<file path="src/rtl/fifo_rd_pkg.sv">
// Shared types and width helpers for the FIFO read-side stream bridge.
// Widths are derived from the instantiating module's parameters via the helper functions.
package fifo_rd_pkg;

    typedef enum logic [1:0] {
        IDLE  = 2'd0,
        RUN   = 2'd1,
        DRAIN = 2'd2
    } rd_state_t;

    localparam int DEF_DATA_W    = 8;
    localparam int DEF_BUF_DEPTH = 2;
    localparam int DEF_BURST_LEN = 4;

    function automatic int occ_w(input int depth);
        return $clog2(depth + 1);
    endfunction

    function automatic int ptr_w(input int depth);
        return $clog2(depth);
    endfunction

    function automatic int bcnt_w(input int burst_len);
        return $clog2(burst_len);
    endfunction

endpackage

</file>
<file path="src/rtl/stream_skid_buf.sv">
// Small circular buffer that absorbs the FIFO read latency; exposes occupancy and the head word.
// Storage is not reset; only pointers and occupancy are.
module stream_skid_buf
    import fifo_rd_pkg::*;
#(
    parameter  int DATA_W    = DEF_DATA_W,
    parameter  int BUF_DEPTH = DEF_BUF_DEPTH,
    localparam int OCC_W     = occ_w(BUF_DEPTH),
    localparam int PTR_W     = ptr_w(BUF_DEPTH)
) (
    input  logic              clk,
    input  logic              reset,
    input  logic              push,
    input  logic [DATA_W-1:0] push_data,
    input  logic              pop,
    output logic [OCC_W-1:0]  occ,
    output logic [DATA_W-1:0] head_data,
    output logic              empty
);

    logic [DATA_W-1:0] mem [BUF_DEPTH];
    logic [PTR_W-1:0]  wr_ptr;
    logic [PTR_W-1:0]  rd_ptr;
    logic              full;

    function automatic logic [PTR_W-1:0] ptr_inc(input logic [PTR_W-1:0] p);
        return (p == PTR_W'(BUF_DEPTH - 1)) ? '0 : p + 1'b1;
    endfunction

    always_ff @(posedge clk) begin
        if (push) begin
            mem[wr_ptr] <= push_data;
        end
    end

    always_ff @(posedge clk) begin
        if (reset) begin
            wr_ptr <= '0;
            rd_ptr <= '0;
            occ    <= '0;
        end else begin
            if (push) begin
                wr_ptr <= ptr_inc(wr_ptr);
            end
            if (pop) begin
                rd_ptr <= ptr_inc(rd_ptr);
            end
            case ({push, pop})
                2'b10:   occ <= occ + 1'b1;
                2'b01:   occ <= occ - 1'b1;
                default: occ <= occ;
            endcase
        end
    end

    assign head_data = mem[rd_ptr];
    assign full      = (occ == OCC_W'(BUF_DEPTH));
    assign empty     = (occ == '0);

    // The credit rule upstream must make these impossible.
    a_no_push_full: assert property (@(posedge clk) disable iff (reset) !(push && full));
    a_no_pop_empty: assert property (@(posedge clk) disable iff (reset) !(pop && empty));

endmodule

</file>
<file path="src/rtl/fifo_rd_stream_bridge.sv">
// FIFO read-port consumer: credit-based fetch, latency skid buffer and burst-framed valid/ready stream.
// m_ready reaches fifo_re combinationally so a slot freed this cycle can be refilled immediately.
module fifo_rd_stream_bridge
    import fifo_rd_pkg::*;
#(
    parameter  int DATA_W    = DEF_DATA_W,
    parameter  int BUF_DEPTH = DEF_BUF_DEPTH,
    parameter  int BURST_LEN = DEF_BURST_LEN,
    localparam int OCC_W     = occ_w(BUF_DEPTH),
    localparam int BCNT_W    = bcnt_w(BURST_LEN)
) (
    input  logic              rclk,
    input  logic              rreset,
    input  logic              enable,
    input  logic              fifo_empty,
    output logic              fifo_re,
    input  logic [DATA_W-1:0] fifo_dout,
    output logic              m_valid,
    input  logic              m_ready,
    output logic [DATA_W-1:0] m_data,
    output logic              m_last,
    output logic [BCNT_W-1:0] beat_cnt,
    output logic              busy
);

    rd_state_t         state;
    rd_state_t         state_nxt;
    logic              rd_pend_p1;
    logic [OCC_W-1:0]  occ;
    logic              buf_empty;
    logic              pop;
    logic [OCC_W:0]    credit;

    stream_skid_buf #(
        .DATA_W    (DATA_W),
        .BUF_DEPTH (BUF_DEPTH)
    ) u_skid (
        .clk       (rclk),
        .reset     (rreset),
        .push      (rd_pend_p1),
        .push_data (fifo_dout),
        .pop       (pop),
        .occ       (occ),
        .head_data (m_data),
        .empty     (buf_empty)
    );

    assign m_valid = ~buf_empty;
    assign pop     = m_valid & m_ready;

    // Entries that will be held after this edge, counting the word still in flight.
    assign credit  = {1'b0, occ} + {{OCC_W{1'b0}}, rd_pend_p1} - {{OCC_W{1'b0}}, pop};
    assign fifo_re = enable & ~fifo_empty & ~rreset & (credit < (OCC_W + 1)'(BUF_DEPTH));

    // p0 -> p1: read request becomes a pending capture of fifo_dout
    always_ff @(posedge rclk) begin
        if (rreset) begin
            rd_pend_p1 <= 1'b0;
        end else begin
            rd_pend_p1 <= fifo_re;
        end
    end

    always_ff @(posedge rclk) begin
        if (rreset) begin
            beat_cnt <= '0;
        end else if (pop) begin
            beat_cnt <= (beat_cnt == BCNT_W'(BURST_LEN - 1)) ? '0 : beat_cnt + 1'b1;
        end
    end

    assign m_last = m_valid & (beat_cnt == BCNT_W'(BURST_LEN - 1));

    always_ff @(posedge rclk) begin
        if (rreset) begin
            state <= IDLE;
        end else begin
            state <= state_nxt;
        end
    end

    always_comb begin
        state_nxt = state;
        case (state)
            IDLE: begin
                if (enable) state_nxt = RUN;
            end
            RUN: begin
                if (!enable) begin
                    state_nxt = (!buf_empty || rd_pend_p1 || fifo_re) ? DRAIN : IDLE;
                end
            end
            DRAIN: begin
                if (enable) begin
                    state_nxt = RUN;
                end else if (credit == '0 && !fifo_re) begin
                    state_nxt = IDLE;
                end
            end
            default: state_nxt = IDLE;
        endcase
    end

    always_comb begin
        busy = (state != IDLE);
    end

endmodule
</file>
<file path="config.mk">
export PLATFORM = sky130hd
export DESIGN_NAME = fifo_rd_stream_bridge
export DESIGN_NICKNAME = d
export VERILOG_FILES = /design/src/rtl/fifo_rd_pkg.sv /design/src/rtl/stream_skid_buf.sv /design/src/rtl/fifo_rd_stream_bridge.sv
export SDC_FILE = /design/constraint.sdc
export NUM_CORES = 1
export LEC_CHECK = 0
export ABC_AREA = 1
export CAP_MARGIN = 20
export CORE_MARGIN = 2
export CORE_UTILIZATION = 48
export DETAILED_ROUTE_END_ITERATION = 10
export PLACE_DENSITY = 0.88
export SLEW_MARGIN = 20
export SYNTH_ARGS = -nofsm -noshare
export SYNTH_HDL_FRONTEND = slang
export SYNTH_HIERARCHICAL = 1
export SYNTH_SLANG_ARGS = --single-unit
</file>
<file path="constraint.sdc">
create_clock -name rclk -period 3.6 [get_ports rclk]
set_clock_uncertainty 0.2 [all_clocks]
set_input_delay 0.9 -clock rclk [delete_from_list [all_inputs] [get_ports rclk]]
set_output_delay 0.9 -clock rclk [all_outputs]
set_load 0.01 [all_outputs]
</file>
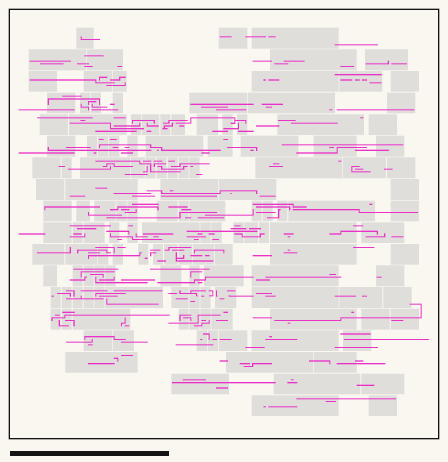
**Above:** run 1 (M1 wires).
The bar under the picture is 20 um long. Cells faint in the background.
The layer carries 833 um of wire. 137 nets have wire on it. The layer holds 40% of the routed length. The wires run mostly horizontal. The longest straight run is 15.2 um.
grt met1 use: 18.23%
final wirelength: 2093 um
total number of vias: 842

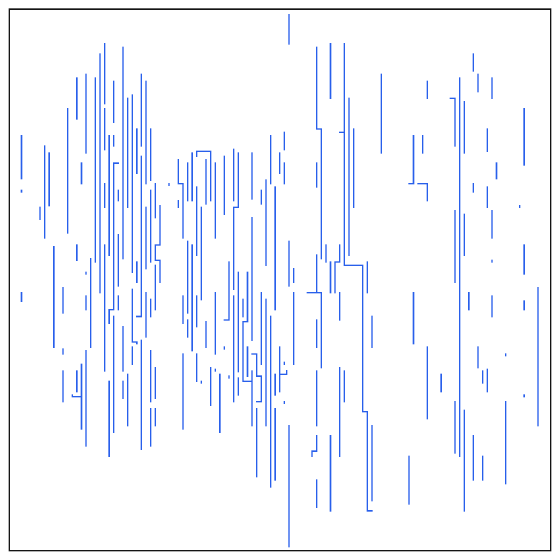
**Above:** run 1 (M2 wires).
The layer carries 1,070 um of wire. The longest straight run is 37.7 um. 142 nets have wire on it. The wires run mostly vertical. The layer holds 51% of the routed length.
M2 GR Usage: 29.67%

==> reports/results.ini, run 1 <==
[logic_synthesis]
synth_area_um2=1194
syn_inst=109
common_cells=inv_1, nor2_1, edfxtp_1
ys_chip_area_um2=1194
synth-async-reset-ratio_pct=0
topCellsByArea=edfxtp_1, dfxtp_1, mux2_4

[detailed_routing]
antenna_left=0
drtIter0Drc=18
routed-wl-met2_um=1069
wl_met3_um=146
routed.top_layer=met4

[layout]
syn2layout_area_growth_pct=33.02
final_cell_mix=clkdlybuf4s50_1, nor2_1, inv_1, edfxtp_1, nand2_1
fill_cells=184

[clock_network]
htreeDepth=1
clock-root-buffer=clkbuf_4
clockBufferDepth=2
insertion_delay_ps=310
cts_tree=built
clkTransAtPathRegs_ps=130
cts_buffers=3

[global_route]
grt_pass1_vias=804
antenna_found_initial=0
gr-total-overflow=0

[worst_setup_path]
crit_start=m_ready
critPathLaunchType=primary input
critPathRequiredTime_ps=2500
cp-end-kind=output pin

[placed_design]
dp.cells=168
gp_congestion=0.7431
place_ws_ps=-754.6

[power]
p_seq_share_pct=48.2
p_sw_uw=212.5
p_per_area_nw_per_um2=470.1
power_clock_uw=140
seq_cell_power_uw=360
p_leak_nw=0.6758

[floorplanning]
core_area_um2=2410
fp_util_pct=49.53
ios=27

[run]
warnings=26

[run_status]
status=completed

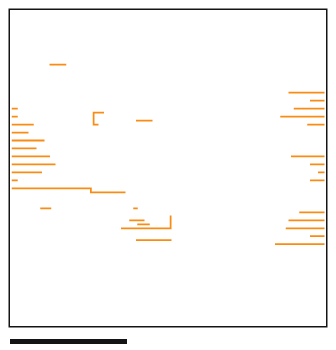
**Above:** run 1 (M3 wires).
The bar under the picture is 20 um long.
The layer carries 147 um of wire. 31 nets have wire on it. The layer holds 7.0% of the routed length. The longest straight run is 13.3 um.
GR Layer Usage met3: 3.056%

[run 1: layout make-up]
class | count | area (um2) | area share, %
sequential | 26 | 680.7 | 42.87
timing repair buffer | 32 | 301.5 | 18.99
tap | 30 | 37.54 | 2.364
inverter | 22 | 82.58 | 5.201
multi-input combinational | 60 | 449.2 | 28.29
clock buffer | 4 | 36.28 | 2.285
[run 1: final timing paths]
path	endpoint	slack, ps	cells after the start
worst max-delay path	fifo_re	70	11
worst min-delay path	u_skid/wr_ptr$_SDFFE_PP0P_	320	2
worst max register to register	state[1]$_SDFFE_PP0P_	1180	15
worst min register to register	u_skid/wr_ptr$_SDFFE_PP0P_	320	2
[run 1: sequential cells by signal, indices dropped and copies added, names as in the netlist, named ones only]
name and flops:
u_skid/occ 2, u_skid/wr_ptr 1, state 2, beat_cnt 2, rd_pend_p1 1, u_skid/rd_ptr 1
u_skid/mem 16
[run 1: critical path, stage by stage]
cell and delay, ps:
buf_2 110, nand2_2 70, inv_2 50, ha_4 230
inv_2 60, ha_4 120, inv_2 30, fa_1 530
nand3_2 100, nor2_4 110, buf_6 110
[run 1: metal layers]
layer  global-route usage (%)  vias up
met1                    18.23      381
met4                    6.838        0
met3                    3.056        5
met5                        0        -
li1                         -      418
met2                    29.67       38
[run 1: kinds of logic after synthesis]
| group | count (synthesis) | synth area share, % |
|---|---|---|
| compound gates | 5 | 2.515 |
| xor+xnor | 1 | 0.7339 |
| fa+ha+maj | 5 | 5.870 |
| buf+inv | 23 | 7.861 |
| flops | 26 | 57.02 |
| mux | 8 | 10.06 |
| simple gates | 41 | 15.93 |
[run 1: repair_timing]
item,CTS,global route
endpoints found under the setup margin,1,1
gates resized,15,1
pin swaps,5,2
buffers inserted,2,0
hold buffers,0,0
==> run 2, diff against run 1 <==
--- a/config.mk
+++ b/config.mk
@@ -7,12 +7,14 @@
 export LEC_CHECK = 0
 export ABC_AREA = 1
 export CAP_MARGIN = 20
-export CORE_MARGIN = 2
+export CORE_MARGIN = 1.5
 export CORE_UTILIZATION = 48
 export DETAILED_ROUTE_END_ITERATION = 10
+export HOLD_SLACK_MARGIN = 0.08
 export PLACE_DENSITY = 0.88
 export SLEW_MARGIN = 20
 export SYNTH_ARGS = -nofsm -noshare
 export SYNTH_HDL_FRONTEND = slang
 export SYNTH_HIERARCHICAL = 1
 export SYNTH_SLANG_ARGS = --single-unit
+export TNS_END_PERCENT = 10
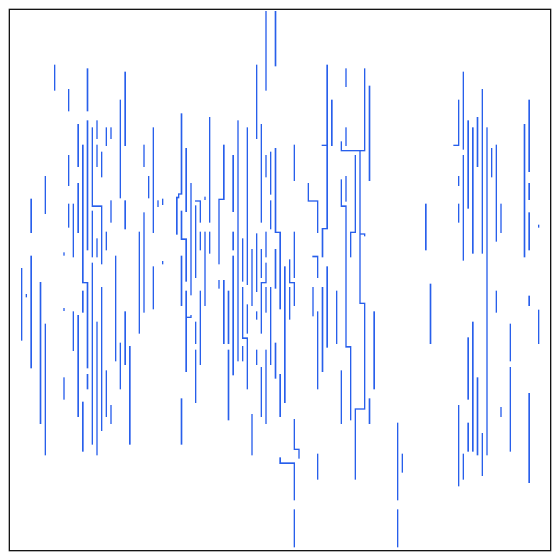
**Above:** run 2 (M2 wires).
The wires run mostly vertical. The layer carries 1,080 um of wire. The longest straight run is 32.0 um. The layer holds 55% of the routed length. 142 nets have wire on it.
M2 GR Usage: 33.96%
total number of vias: 831
final wirelength: 1964 um

==> run 2 against run 1 <==
Core utilization increased by 2.7 points. Count of clock-buffer cells in the layout decreased by 1. Synthesized cell count unchanged. Global-route usage increased by 0.10 points. Hold slack improved by 6.1 ps. Total power decreased by 4.6%. Die area decreased by 3.7%. Highest routed layer unchanged. First-iteration DRC count decreased by 61%. Routed wire length decreased by 6.2%. Via count decreased by 1.3%. Non-clock buffer count decreased by 1.
==> reports/results.ini, run 2 <==
[logic_synthesis]
synthAdderAreaFrac_pct=5.870
synthSimpleGateAreaFrac_pct=15.93
synthAoiAreaFrac_pct=2.516
xor_share_pct=0.7338
topCellsByArea=edfxtp_1, dfxtp_1, mux2_4
ys_chip_area_um2=1194
synthTopLogicFamily=simple AND/OR/NAND/NOR gates
muxShareOfSynthArea_pct=10.06
common_cells=inv_1, nor2_1, edfxtp_1
syn_inst=109
synth_area_um2=1194
synth-async-reset-ratio_pct=0

[placed_design]
gp_congestion=0.7015
place_ws_ps=-750.9
dp.cells=166

[clock_network]
cts_hold_buf=0
htreeDepth=1
clockBufferDepth=2
insertion_delay_ps=300
clkTransAtPathRegs_ps=110
clock-root-buffer=clkbuf_4
cts_tree=built
cts_buffers=3

[layout]
largest-register=u_skid/mem
fin_cells=170
final_cell_mix=clkdlybuf4s50_1, nor2_1, inv_1, edfxtp_1, nand2_1
design_area_um2=1562
largest_reg_flops=16
syn2layout_area_growth_pct=30.82

[worst_setup_path]
cp-end-kind=output pin
critical_path_buf_inv_count=5
critPathLaunchType=primary input
slowest_delay_ps=550
cp_top_family=adder cells
critPathRequiredTime_ps=2500
cp_slowest_cell=fa_1

[run_status]
status=completed

[floorplanning]
ios=27
core_area_um2=2276
fp_util_pct=52.45

[global_route]
grt_pass1_vias=821

[power]
p_per_area_nw_per_um2=456.0
p_leak_nw=0.6625

[run]
warnings=26

[detailed_routing]
drtIter0Drc=7
antenna_left=0

## run 2: power breakdown
part | internal [mW] | switching (mW) | total, mW
Combinational | 0.131 | 0.112 | 0.243
Clock | 0.0391 | 0.0704 | 0.110
Sequential | 0.339 | 0.0199 | 0.359
## run 2: kinds of logic after synthesis
logic type | after synthesis
simple gates | 41
flops | 26
buf+inv | 23
mux | 8
compound gates | 5
fa+ha+maj | 5
xor+xnor | 1
## run 2: path summary, 6_finish.rpt
kind	startpoint	to	slack [ps]	depth (start not counted)
worst max register to register	u_skid/occ[1]$_SDFFE_PP0P_	state[1]$_SDFFE_PP0P_	1220	15
worst min register to register	state[1]$_SDFFE_PP0P_	state[0]$_SDFFE_PP0P_	330	3
worst min-delay path	state[1]$_SDFFE_PP0P_	state[0]$_SDFFE_PP0P_	330	3
worst max-delay path	m_ready	fifo_re	80	11
## run 2: timing repair
item,in CTS,in global routing
gates resized,14,0
setup buffers,0,1
pin swaps,5,3
cloned,0,0
setup endpoints to repair,1,1
## run 2: area by class of cell
class	count	area [um2]
clock buffers	3	22.52
fillers	174	714.4
inverters	22	82.58
multi-input cells	60	446.7
flip-flops and latches	26	680.7
well taps	28	35.03
repair buffers	31	294.0
## run 2: per-layer routing
layer	up-vias	global-route usage (%)	routed length [um]
met4	0	5.128	14
met1	378	15.83	732
met2	35	33.96	1081
met5	-	0	0
li1	416	-	-
met3	2	2.542	135
## run 2: worst reg2reg max path: stages (launching register included)
cell and delay, ps:
dfxtp_1 330, nor2_1 170, inv_2 70, nand2_2 80, inv_2 50, ha_4 210
inv_2 60, ha_4 120, inv_2 30, fa_1 550, buf_4 120, nand2_1 40
nor2_1 100, nand2_1 60, nand2_1 50, nor2_1 30
==> run 3, diff against run 2 <==
--- a/config.mk
+++ b/config.mk
@@ -8,10 +8,10 @@
 export ABC_AREA = 1
 export CAP_MARGIN = 20
 export CORE_MARGIN = 1.5
-export CORE_UTILIZATION = 48
+export CORE_UTILIZATION = 52
 export DETAILED_ROUTE_END_ITERATION = 10
 export HOLD_SLACK_MARGIN = 0.08
-export PLACE_DENSITY = 0.88
+export PLACE_DENSITY = 0.93
 export SLEW_MARGIN = 20
 export SYNTH_ARGS = -nofsm -noshare
 export SYNTH_HDL_FRONTEND = slang
==> constraint.sdc (replaced) <==
create_clock -name rclk -period 4.45 [get_ports rclk]
set_clock_uncertainty 0.2 [all_clocks]
set_input_delay 1.1125 -clock rclk [delete_from_list [all_inputs] [get_ports rclk]]
set_output_delay 1.1125 -clock rclk [all_outputs]
set_load 0.01 [all_outputs]
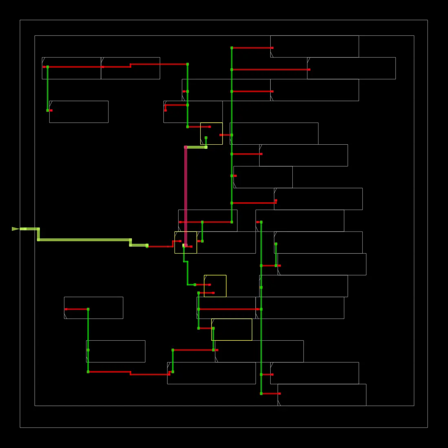
**Above:** run 3 (clock routing).
TritonCTS buffer count: 3
sequential cell count: 26
Clock Sinks: 26
later-pin clock latency in the skew report: 310 ps
Clk. pwr: 111 uW

==> run 3 against run 2 <==
Clock power is essentially flat. Via count grew 1.2%. Core utilization grew 1.3 points. Design area shrank 1.9%. Synthesized area is the same. Register-to-register slack gained 720 ps. Critical path depth is the same. Global-route usage is essentially flat. Sequential power shrank 18%. Sequential share of layout area grew 0.85 points.
==> reports/results.ini, run 3 <==
[power]
clkPwrFrac_pct=18.8
swShare_pct=27.82
p_seq_share_pct=49.4
power_frac_comb_pct=31.8
p_int_uw=428.2

[worst_setup_path]
crit_chain=clkdlybuf4s50_1 > nand2_1 > inv_2 > ha_1 > inv_1 > ha_1 > inv_1 > fa_1 > nand3_2 > nor2_4 > buf_2
critPathLaunchType=primary input
slowest_delay_ps=520
reg2reg_depth=13
r2r_end=rd_pend_p1$_SDFF_PP0_
reg2reg_from=u_skid/occ[1]$_SDFFE_PP0P_
critPathRequiredTime_ps=3140
rrSetupSlack_ps=1940
cp-end-kind=output pin

[layout]
syn2layout_area_growth_pct=28.30
largest_reg_flops=16
fin_cells=169
final_cell_mix=clkdlybuf4s50_1, inv_1, nor2_1, edfxtp_1, nand2_1
design_area_um2=1531

[placed_design]
dp.cells=163
place_ws_ps=-312.2
gp_congestion=0.7292

[hold_path]
hold-path-cell-count=2
min_to=beat_cnt[1]$_SDFFE_PP0P_

[run]
warnings=26

[clock_network]
clock-root-buffer=clkbuf_4
htreeDepth=1
cts_hold_buf=0
cts_tree=built

[logic_synthesis]
synth-async-reset-ratio_pct=0
ys_chip_area_um2=1194
topCellsByArea=edfxtp_1, dfxtp_1, mux2_4
synth_area_um2=1194
syn_inst=109
common_cells=inv_1, nor2_1, edfxtp_1

[floorplanning]
fp_util_pct=54.48
ios=27
core_area_um2=2191

[global_route]
antenna_found_initial=0
grt_pass1_vias=806
gr-total-overflow=0

[detailed_routing]
wl_um=1961
vias=841
antenna_left=0

[run_status]
status=completed

-- run 3: worst max-delay path by stage --
stage                       start      end  slack (ps)  depth (start not counted)
after floorplan           m_ready  fifo_re         700                          9
after global placement    m_ready  fifo_re        -220                         11
after detailed placement  m_ready  fifo_re        -310                         11
after CTS                 m_ready  fifo_re          80                         11
after global routing      m_ready  fifo_re           4                         11
final                     m_ready  fifo_re          90                         11
-- run 3: layout make-up --
class,count,area [um2]
fill,158,659.4
inverter,22,82.58
tap,28,35.03
timing repair buffer,29,277.8
sequential,26,680.7
multi-input combinational,60,419.2
clock buffer,4,36.28
-- run 3: per-layer routing --
metal	up-vias	track usage, %	routed length, um
met5	-	0	0
met3	4	3.216	109
met4	0	5.856	27
li1	411	-	-
met1	387	18.60	838
met2	39	29.87	984
-- run 3: repair_timing --
action | in CTS | in global routing
buffers inserted | 1 | 1
endpoints found under the setup margin | 1 | 1
cloned | 0 | 0
gates resized | 4 | 0
pin swaps | 2 | 1
-- run 3: power by group through the flow --
stage / sequential (mW) / clock [mW] / combinational (mW)
final: 0.293 / 0.111 / 0.189
after global routing: 0.296 / 0.124 / 0.204
after CTS: 0.294 / 0.115 / 0.180
after detailed placement: 0.299 / 0 / 0.173
after global placement: 0.297 / 0 / 0.164
after floorplan: 0.291 / 0 / 0.113
-- run 3: logic make-up (layout without fill, tap and decap cells) --
| kind of cell | Yosys count | after routing | share of synthesized area [%] |
|---|---|---|---|
| flip-flops | 26 | 26 | 57.02 |
| XOR/XNOR | 1 | 1 | 0.7339 |
| multiplexers | 8 | 8 | 10.06 |
| AND/OR/NAND/NOR | 41 | 41 | 15.93 |
| AND-OR/OR-AND | 5 | 5 | 2.515 |
| adder cells (fa/ha/maj) | 5 | 5 | 5.870 |
| buffers and inverters | 23 | 55 | 7.861 |

==> screenshots <==
Drive-strength map.
image #1
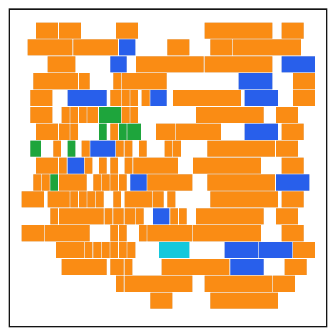
image #2
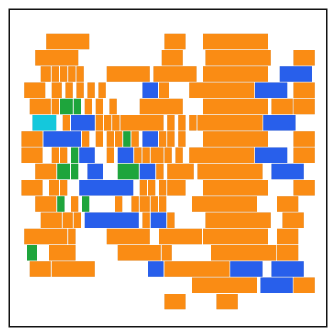
image #3
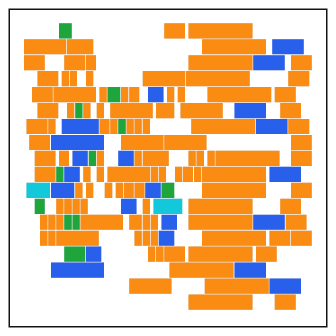
Image #1 comes from run 3.
Image #2 comes from run 2.
Image #3 comes from run 1.

Key to image #1:
Key: orange = _0 and _1 cells [cells 117, share 83%]; cyan = _6 and larger [cells 1, share 0.71%]; blue = _3 and _4 cells [cells 16, share 11%]; green = _2 cells [cells 7, share 5.0%]

Power and IR drop assume default switching activity.
